$ cat config.mk
export PLATFORM = sky130hd
export DESIGN_NAME = wb_gpio_arb
export DESIGN_NICKNAME = d
export VERILOG_FILES = /design/src/rtl/wb_gpio_arb.sv
export SDC_FILE = /design/constraint.sdc
export NUM_CORES = 1
export LEC_CHECK = 0
export ABC_AREA = 0
export CORE_UTILIZATION = 23
export CTS_CLUSTER_DIAMETER = 120
export DETAILED_ROUTE_END_ITERATION = 8
export PLACE_DENSITY_LB_ADDON = 0.25
export SLEW_MARGIN = 10
export SYNTH_ARGS = -nofsm -noshare
export SYNTH_HDL_FRONTEND = slang
export SYNTH_SLANG_ARGS = --single-unit
$ cat constraint.sdc
create_clock -name wb_clk_i -period 1.4 [get_ports wb_clk_i]
set_input_delay 0.21 -clock wb_clk_i [delete_from_list [all_inputs] [get_ports wb_clk_i]]
set_output_delay 0.21 -clock wb_clk_i [all_outputs]
set_load 0.1 [all_outputs]
$ cat src/rtl/wb_gpio_arb.sv
// wb_gpio_arb: two-master Wishbone arbiter in front of the 16-bit GPIO slave.
//   Round-robin at Wishbone-cycle granularity: a grant is held while the owner keeps cyc high.
//   Optional watchdog (define WB_GPIO_ARB_TIMEOUT_EN) terminates strobes the slave never acks
//   with ack = 1 and dat = 16'hFFFF.
// Ports:
//   wb_clk_i, wb_rst_i        clock, synchronous active-high reset
//   m0_*_i / m0_*_o           master 0 (CPU bridge) request / response
//   m1_*_i / m1_*_o           master 1 (debug / POST-code) request / response
//   s_*_o / s_*_i             slave request / response (slave ack may be combinational)
//   gnt_o                     one-hot grant, bit0 = m0, bit1 = m1, 00 when idle
//   tout_o                    one-cycle pulse on watchdog termination
module wb_gpio_arb #(
    parameter int unsigned TIMEOUT_W = 4
) (
    input  logic        wb_clk_i,
    input  logic        wb_rst_i,
    input  logic        m0_adr_i,
    input  logic [15:0] m0_dat_i,
    input  logic [1:0]  m0_sel_i,
    input  logic        m0_we_i,
    input  logic        m0_stb_i,
    input  logic        m0_cyc_i,
    output logic [15:0] m0_dat_o,
    output logic        m0_ack_o,
    input  logic        m1_adr_i,
    input  logic [15:0] m1_dat_i,
    input  logic [1:0]  m1_sel_i,
    input  logic        m1_we_i,
    input  logic        m1_stb_i,
    input  logic        m1_cyc_i,
    output logic [15:0] m1_dat_o,
    output logic        m1_ack_o,
    output logic        s_adr_o,
    output logic [15:0] s_dat_o,
    output logic [1:0]  s_sel_o,
    output logic        s_we_o,
    output logic        s_stb_o,
    output logic        s_cyc_o,
    input  logic [15:0] s_dat_i,
    input  logic        s_ack_i,
    output logic [1:0]  gnt_o,
    output logic        tout_o
);

    typedef enum logic [1:0] {StIdle = 2'd0, StGnt0 = 2'd1, StGnt1 = 2'd2} state_e;

    state_e     state_q, state_d;
    logic       ptr_q, ptr_d;   // 0: m0 favoured on a tie, 1: m1 favoured
    logic [1:0] gnt_q, gnt_d;
    logic       wd_fire;

    always_comb begin
        state_d = state_q;
        ptr_d   = ptr_q;
        unique case (state_q)
            StIdle: begin
                if (m0_cyc_i && m1_cyc_i) begin
                    state_d = ptr_q ? StGnt1 : StGnt0;
                end else if (m0_cyc_i) begin
                    state_d = StGnt0;
                end else if (m1_cyc_i) begin
                    state_d = StGnt1;
                end
            end
            StGnt0: begin
                if (!m0_cyc_i) begin
                    ptr_d   = 1'b1;
                    state_d = m1_cyc_i ? StGnt1 : StIdle;
                end
            end
            StGnt1: begin
                if (!m1_cyc_i) begin
                    ptr_d   = 1'b0;
                    state_d = m0_cyc_i ? StGnt0 : StIdle;
                end
            end
            default: state_d = StIdle;
        endcase
        gnt_d = {state_d == StGnt1, state_d == StGnt0};
    end

    always_ff @(posedge wb_clk_i) begin
        if (wb_rst_i) begin
            state_q <= StIdle;
            ptr_q   <= 1'b0;
            gnt_q   <= 2'b00;
        end else begin
            state_q <= state_d;
            ptr_q   <= ptr_d;
            gnt_q   <= gnt_d;
        end
    end

    assign gnt_o = gnt_q;

    // Slave request mux; everything reads 0 while idle.
    always_comb begin
        s_adr_o = 1'b0;
        s_dat_o = 16'h0000;
        s_sel_o = 2'b00;
        s_we_o  = 1'b0;
        s_stb_o = 1'b0;
        s_cyc_o = 1'b0;
        if (gnt_q[0]) begin
            s_adr_o = m0_adr_i;
            s_dat_o = m0_dat_i;
            s_sel_o = m0_sel_i;
            s_we_o  = m0_we_i;
            s_stb_o = m0_stb_i;
            s_cyc_o = m0_cyc_i;
        end else if (gnt_q[1]) begin
            s_adr_o = m1_adr_i;
            s_dat_o = m1_dat_i;
            s_sel_o = m1_sel_i;
            s_we_o  = m1_we_i;
            s_stb_o = m1_stb_i;
            s_cyc_o = m1_cyc_i;
        end
    end

`ifdef WB_GPIO_ARB_TIMEOUT_EN
    // Fire when this unacked strobe would bring the count to all-ones, so the ack lands
    // on the (2^TIMEOUT_W-1)-th unacked strobe cycle.
    localparam logic [TIMEOUT_W-1:0] CntFire = {{(TIMEOUT_W-1){1'b1}}, 1'b0};
    localparam logic [TIMEOUT_W-1:0] CntOne  = {{(TIMEOUT_W-1){1'b0}}, 1'b1};

    logic [TIMEOUT_W-1:0] cnt_q, cnt_d;

    assign wd_fire = s_stb_o && !s_ack_i && (cnt_q == CntFire);

    always_comb begin
        cnt_d = cnt_q;
        if (state_q == StIdle || state_d != state_q || s_ack_i || wd_fire) begin
            cnt_d = '0;
        end else if (s_stb_o) begin
            cnt_d = cnt_q + CntOne;
        end
    end

    always_ff @(posedge wb_clk_i) begin
        if (wb_rst_i) begin
            cnt_q <= '0;
        end else begin
            cnt_q <= cnt_d;
        end
    end

    assign tout_o = wd_fire && !wb_rst_i;
`else
    assign wd_fire = 1'b0;
    assign tout_o  = 1'b0;
`endif

    // No ack may escape during the reset cycle.
    assign m0_ack_o = !wb_rst_i && gnt_q[0] && (s_ack_i || wd_fire);
    assign m1_ack_o = !wb_rst_i && gnt_q[1] && (s_ack_i || wd_fire);
    assign m0_dat_o = (wd_fire && gnt_q[0]) ? 16'hFFFF : s_dat_i;
    assign m1_dat_o = (wd_fire && gnt_q[1]) ? 16'hFFFF : s_dat_i;

endmodule

==> summary.log, run 1 <==
[outcome] outcome finished with violations
[outcome] violated checks design-rule violations, negative setup slack
[routing] 1st-iter DRT viols 15
[cells_and_area] nets 198
[cts] Post-CTS Setup Repair Bufs 4
[cells_and_area] final non-filler cell total 165
[setup_path] critical path startpoint category flop
[timing] final count of negative-setup-slack endpoints 21
[setup_path] critical path's largest stage delay 0.42 ns
[cells_and_area] final cell area excluding filler cells 1830 um2
[routing] count of nets left with antenna violations after detail routing 0
[logic_synthesis] share of synthesized registers carrying an async set or reset 0
[setup_path] Data arrival, critical path 1.27 ns
[cts] master cell of the clock root buffer sky130_fd_sc_hd__clkbuf_4
[timing] shortest clock period the worst path allows after layout 1.48 ns
[run] # Max-Cap Violations 0
[cells_and_area] number of antenna cells inserted 0
[setup_path] category of the most critical setup path reg -> out
[hold_path] Worst Hold Class in -> out
[logic_synthesis] top cells by area in the synthesized netlist sky130_fd_sc_hd__buf_4, sky130_fd_sc_hd__a22o_1, sky130_fd_sc_hd__dfxtp_1
[hold_path] critical hold path startpoint s_dat_i[13]
[die] vertical die size 57.7 um
[logic_synthesis] summed instance area of the synthesized netlist 714 um2
[routing] drc violations 6
[logic_synthesis] syn_area_per_cell 8.41 um2
[logic_synthesis] count of flip-flops with a built-in enable after synthesis 0
[grt] leftover overflow at the end of global routing 0
[logic_synthesis] yosys cell count 85
[timing] hold violation count in the final report 0
[logic_synthesis] area share of the leading cell type in the synthesized netlist 0.368
[power] part of the total power dissipated in combinational logic 0.746
[power] Int Power 0.000705 W
[setup_path] Critical Path Sink s_dat_o[3]
[logic_synthesis] flip-flop cell with the highest count after synthesis sky130_fd_sc_hd__dfxtp_1
[timing] Setup Skew 0.00639 ns
[power] sequential share of power 0.126
[die] number of top-level pins 122
[power] combinational gate power 0.000994 W
[setup_path] type of destination of the critical path output port
[timing] worst setup slack after layout -0.0773 ns
[grt] vias in the first global route 882
[setup_path] Required @ worst endpoint 1.19 ns
[logic_synthesis] area of the synthesized netlist per yosys stat 714 um2
[logic_synthesis] post-synthesis cell type with the largest instance count sky130_fd_sc_hd__buf_4
[logic_synthesis] Commonest cells post-synth sky130_fd_sc_hd__buf_4, sky130_fd_sc_hd__a22o_1, sky130_fd_sc_hd__and3b_1, sky130_fd_sc_hd__dfxtp_1, sky130_fd_sc_hd__nand2_1
[die] floorplan row count 19
[cts] clock buffer count from CTS 3
[timing] final worst path period share 1.06
[setup_path] setup slack of the worst register-to-register path 0.52 ns
[power] clock share of power 0.127
run 1: per-layer routing:
metal / track usage / up-vias / wire length, um
met5: 0 / - / 0
met4: 0.112 / 0 / 70
met3: 0.0290 / 8 / 243
met2: 0.329 / 50 / 1590
met1: 0.162 / 358 / 818
li1: - / 371 / -
run 1: placed cells by master, fill, tap and decap left out, types with 2 or more instances in the layout:
cell type                         count
sky130_fd_sc_hd__clkdlybuf4s50_1     46
sky130_fd_sc_hd__buf_12              28
sky130_fd_sc_hd__a22o_4              20
sky130_fd_sc_hd__and3b_1              4
sky130_fd_sc_hd__buf_4                4
sky130_fd_sc_hd__clkbuf_4             3
sky130_fd_sc_hd__dfxtp_1              3
sky130_fd_sc_hd__buf_6                3
sky130_fd_sc_hd__nand2_1              2
sky130_fd_sc_hd__o21ai_4              2
sky130_fd_sc_hd__nor2b_4              2
sky130_fd_sc_hd__and3b_2              2
sky130_fd_sc_hd__nor2b_1              2
sky130_fd_sc_hd__o22ai_1              2
sky130_fd_sc_hd__dfxtp_4              2
run 1: logic make-up (layout without fill, tap and decap cells):
kind of cell,after synthesis,in the layout,share of synthesized area
flops,5,5,0.140
simple gates,14,15,0.138
buf+inv,38,86,0.415
compound gates,27,27,0.301
other cells,1,1,0.00525
run 1: worst max-delay path: cells and delay by family, from the launching register on:
kind | cells | cell delay, ns
buffers and inverters | 2 | 0.31
and+or+nand+nor | 1 | 0.06
DFF | 1 | 0.42
AOI/OAI and AO/OA | 1 | 0.23
run 1: layout make-up:
cell class | instances | share of cell area
timing repair buffer | 82 | 0.609
multi-input combinational | 43 | 0.296
sequential | 5 | 0.0589
tap | 31 | 0.0212
clock buffer | 4 | 0.0144
run 1: registers in the layout (all words and copies together) (netlist names):
name,cells
ptr_q,1
state_q,2
gnt_o,2
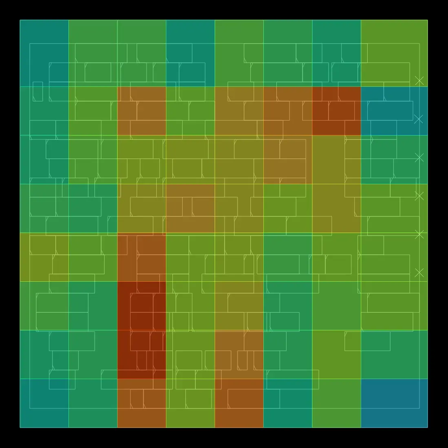
Run 1: congestion heat map
met1 Resource Use GR: 0.162
drt wl/cell: 16.5 um
met3 routing resource usage after global routing: 0.0290

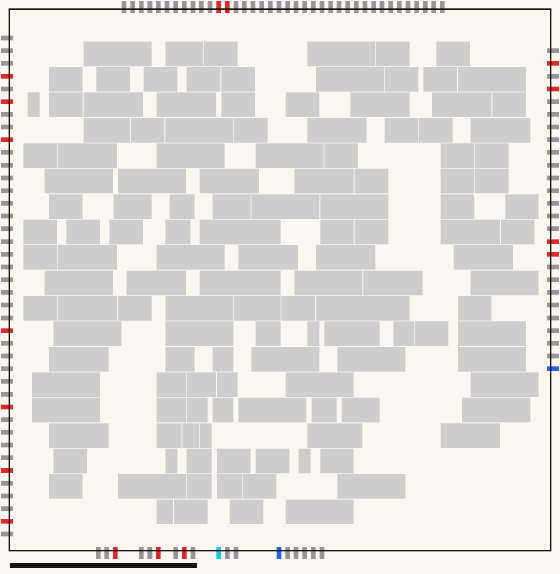
Run 1: I/O pins on the die edge
Bar = 20 um. Pins as bars across the die edge, other pins in gray.
legend:
  red:
    port: m1_dat_o
    pins: 16
    direction: output
    edge: 7 left, 4 right, 3 bottom, 2 top
  blue:
    port: gnt_o
    pins: 2
    direction: output
    edge: 1 right, 1 bottom
  cyan:
    port: wb_clk_i
    pins: 1
    direction: input
    edge: bottom
all pins by edge: 40 left, 38 top, 26 right, 18 bottom

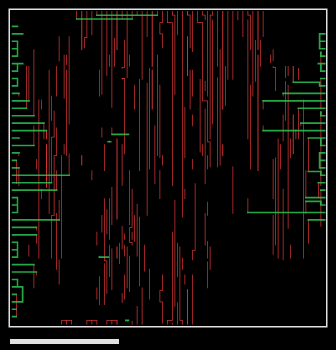
Run 1: signal wires by layer
Bar = 20 um. Only two layers are drawn.
legend:
  green:
    layer: met3
    wire_length: 243 um
  red:
    layer: met2
    wire_length: 1590 um

Run 1, cells colored by class:
Bar = 20 um. Fill, decap, tap and diode cells in gray.
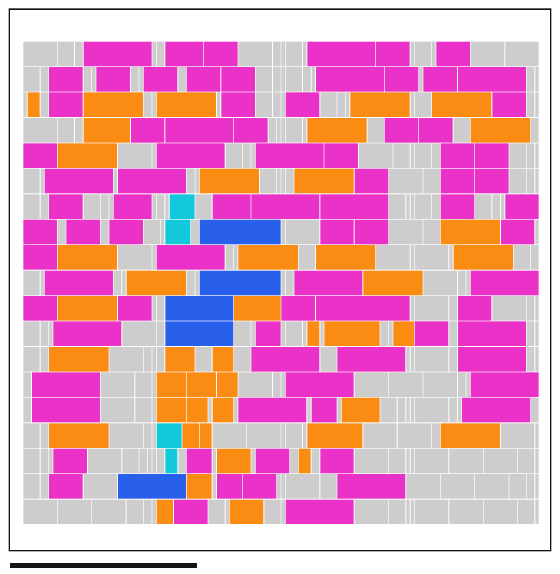

--- run 2 (diff from run 1) ---
==> constraint.sdc (replaced) <==
create_clock -name wb_clk_i -period 1.4 [get_ports wb_clk_i]
set_input_delay 0.21 -clock wb_clk_i [delete_from_list [all_inputs] [get_ports wb_clk_i]]
set_output_delay 0.21 -clock wb_clk_i [all_outputs]
set_load 0.02 [all_outputs]
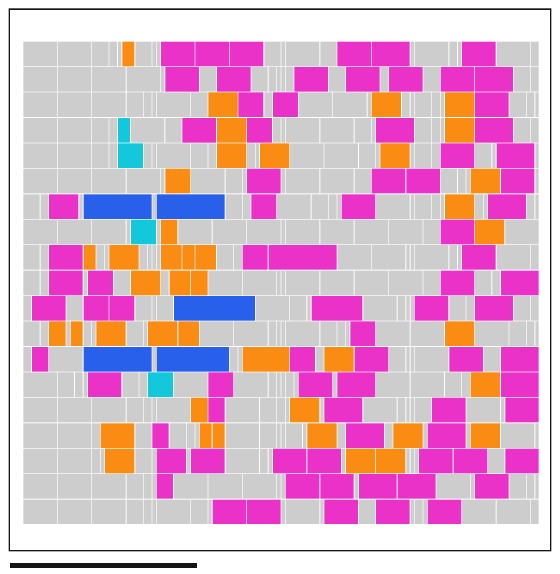
Run 2: cells colored by class
Bar = 20 um. Fill, decap, tap and diode cells in gray.
legend:
  magenta:
    class: other buffers and delay cells
    cells: 81
  orange:
    class: all other logic
    cells: 42
  cyan:
    class: clock drivers and dummy loads
    cells: 4
  blue:
    class: flip-flops
    cells: 5

==> run 2 against run 1 <==
  * The run ends with design-rule violations left
  * Clock power about the same
  * Area after synthesis unchanged
  * Maximum frequency increased by 7.7%
  * Power decreased by 43%
  * Highest routed layer unchanged
==> summary.log, run 2 <==
[power] Peak VDD IR 0.272 mV
[cts] Post-CTS Setup Repair Bufs 0 [-4]
[logic_synthesis] flip-flop cell with the highest count after synthesis sky130_fd_sc_hd__dfxtp_1
[routing] drc violations 10 [+4]
[routing] Detailed Route WL 2210 um
[logic_synthesis] area share of the leading cell type in the synthesized netlist 0.368 [unchanged]
[logic_synthesis] syn_area_per_cell 8.41 um2 [unchanged]
[setup_path] category of the most critical setup path reg -> out
[logic_synthesis] biggest area consumer among synthesized cells sky130_fd_sc_hd__buf_4
[cells_and_area] final non-filler cell total 163 [-1.2%]
[cts] clock tree from TritonCTS built
[logic_synthesis] count of flip-flops with a built-in enable after synthesis 0 [unchanged]
[power] Static Leakage 0.581 nW
[placement] placer's final routability congestion estimate 0.678
[placement] port bufs 72
[routing] drt wl/cell 13.5 um [-18%]
[timing] final worst path period share 0.980 [-0.0752]
[hold_path] Hold Path Stages 0
[die] Die W 57.7 um
[cts] clock buffer count from CTS 3 [unchanged]
[logic_synthesis] summed instance area of the synthesized netlist 714 um2 [unchanged]
[timing] worst setup slack after layout 0.0280 ns [+0.105 ns]
[setup_path] Register-to-Register Path Depth 3
[logic_synthesis] yosys cell count 85 [unchanged]
[setup_path] Required @ worst endpoint 1.19 ns [about the same]
[logic_synthesis] post-synthesis cell type with the largest instance count sky130_fd_sc_hd__buf_4
[cts] clock input transition at the sequential cells of the worst setup and hold paths 0.04 ns
[logic_synthesis] top cells by area in the synthesized netlist sky130_fd_sc_hd__buf_4, sky130_fd_sc_hd__a22o_1, sky130_fd_sc_hd__dfxtp_1
[run] # Max-Cap Violations 0 [unchanged]
[timing] shortest clock period the worst path allows after layout 1.37 ns [-0.105 ns]
[routing] count of nets left with antenna violations after detail routing 0 [unchanged]
[outcome] violated checks design-rule violations
[cts] H-tree lvl count 1
[hold_path] Worst Hold Class in -> out
[die] vertical die size 57.7 um [unchanged]
[setup_path] critical path startpoint category flop
[logic_synthesis] Synth Seq Share 0.140
[die] number of top-level pins 122 [unchanged]
[cts] master cell of the clock root buffer sky130_fd_sc_hd__clkbuf_4
[logic_synthesis] Commonest cells post-synth sky130_fd_sc_hd__buf_4, sky130_fd_sc_hd__a22o_1, sky130_fd_sc_hd__and3b_1, sky130_fd_sc_hd__dfxtp_1, sky130_fd_sc_hd__nand2_1
[logic_synthesis] number of instances in the synthesized netlist 85
[timing] Setup Skew 0.000262 ns [-0.00613 ns]
[grt] pin count of the biggest net entering global routing 17
[setup_path] setup slack of the worst register-to-register path 0.53 ns [about the same]
[setup_path] Data arrival, critical path 1.16 ns [-0.11 ns]
[die] floorplan row count 19 [unchanged]
[setup_path] type of destination of the critical path output port
[cts] number of clock sinks 5
[cells_and_area] Fillers 302
[timing] number of pins exceeding their max-slew limit in the final report 0
[hold_path] critical hold path startpoint s_dat_i[13]
[cells_and_area] highest-count cells in the layout ignoring fill and taps sky130_fd_sc_hd__clkdlybuf4s50_1, sky130_fd_sc_hd__a22o_1, sky130_fd_sc_hd__buf_6
[placement] pre-CTS setup slack -0.302 ns
[timing] final count of negative-setup-slack endpoints 0 [-100%]
[grt] vias in the first global route 752 [-15%]
[grt] antenna violations before repair 0
[setup_path] beginning of the worst register-to-register path ptr_q$_SDFFE_PP0P_
[cts] Longest Clk Path Bufs 2
[setup_path] Critical Path Sink s_sel_o[0]
[logic_synthesis] share of synthesized registers carrying an async set or reset 0 [unchanged]
[placement] hpwl dp 1820 um
[routing] 1st-iter DRT viols 23 [+8]
[routing] Vias/cell 4.63
[outcome] outcome finished with violations
[logic_synthesis] area of the synthesized netlist per yosys stat 714 um2 [unchanged]
[die] area of the core region 2850 um2
[setup_path] largest fanout on the critical path 16
[cells_and_area] number of antenna cells inserted 0 [unchanged]
[setup_path] endpoint of the worst-slack reg-to-reg timing path state_q[0]$_SDFF_PP0_
[grt] leftover overflow at the end of global routing 0 [unchanged]
[logic_synthesis] count of unique library cells instantiated by Yosys 16
[power] post-layout total power 0.000758 W
[cells_and_area] area delta synth->final 79.7%
[timing] maximum achievable frequency 729 MHz
[cells_and_area] top logic cell by instance count in the layout sky130_fd_sc_hd__clkdlybuf4s50_1
[timing] hold violation count in the final report 0 [unchanged]
[die] total die area 3330 um2
[setup_path] worst setup path startpoint gnt_o[0]$_SDFF_PP0_
[cells_and_area] nets 196 [-1.0%]
[placement] number of placed instances with taps included 159
[cts] Clock Latency Late Sink 0.24 ns
[run 2: cell counts after synthesis]
Identical to the previous run, type by type.
[run 2: where the power goes]
part | total (W) | internal, W | switching (W)
combinational | 0.000426 | 0.000264 | 0.000162
clock | 0.000168 | 0.000108 | 0.0000602
sequential | 0.000164 | 0.000154 | 0.0000108
[run 2: stage by stage]
stage | utilization | cell area, um2
floorplan | - | 714
global placement | 0.441 | 1260
detailed placement | 0.441 | 1260
CTS | 0.418 | 1190
global route | 0.450 | 1280
finish | 0.450 | 1280
[run 2: critical path, stage by stage, from the launching register on]
cell and delay (ns):
sky130_fd_sc_hd__dfxtp_4 0.36, sky130_fd_sc_hd__nor2b_4 0.14, sky130_fd_sc_hd__buf_12 0.15, sky130_fd_sc_hd__a22o_1 0.15, sky130_fd_sc_hd__buf_6 0.12
[run 2: kinds of logic after synthesis]
| kind of cell | count (synthesis) | share of synthesized area |
|---|---|---|
| compound gates | 27 | 0.301 |
| buf+inv | 38 | 0.415 |
| other cells | 1 | 0.00525 |
| simple gates | 14 | 0.138 |
| flops | 5 | 0.140 |
[run 2: layer usage]
layer,track usage,wire [um],vias up
met4,0.0646,15,0
met5,0,0,-
met2,0.254,1210,50
met1,0.131,762,335
li1,-,-,367
met3,0.0290,220,2
[run 2: timing repair]
| action | 4_1_cts | 5_1_grt |
|---|---|---|
| setup endpoints to repair | 26 | 23 |
| resized | 99 | 39 |
| pin swaps | 0 | 0 |
| hold buffers | 0 | 0 |
[run 2: final cells by class]
cell class,count,area [um2],area share
Timing Repair Buffer,81,796,0.620
Tap cell,31,38.8,0.0302
Sequential cell,5,105,0.0819
Clock buffer,4,26.3,0.0205
Multi-Input combinational cell,42,318,0.248
Power figures rest on the tool's default switching activity, not on a simulated workload.
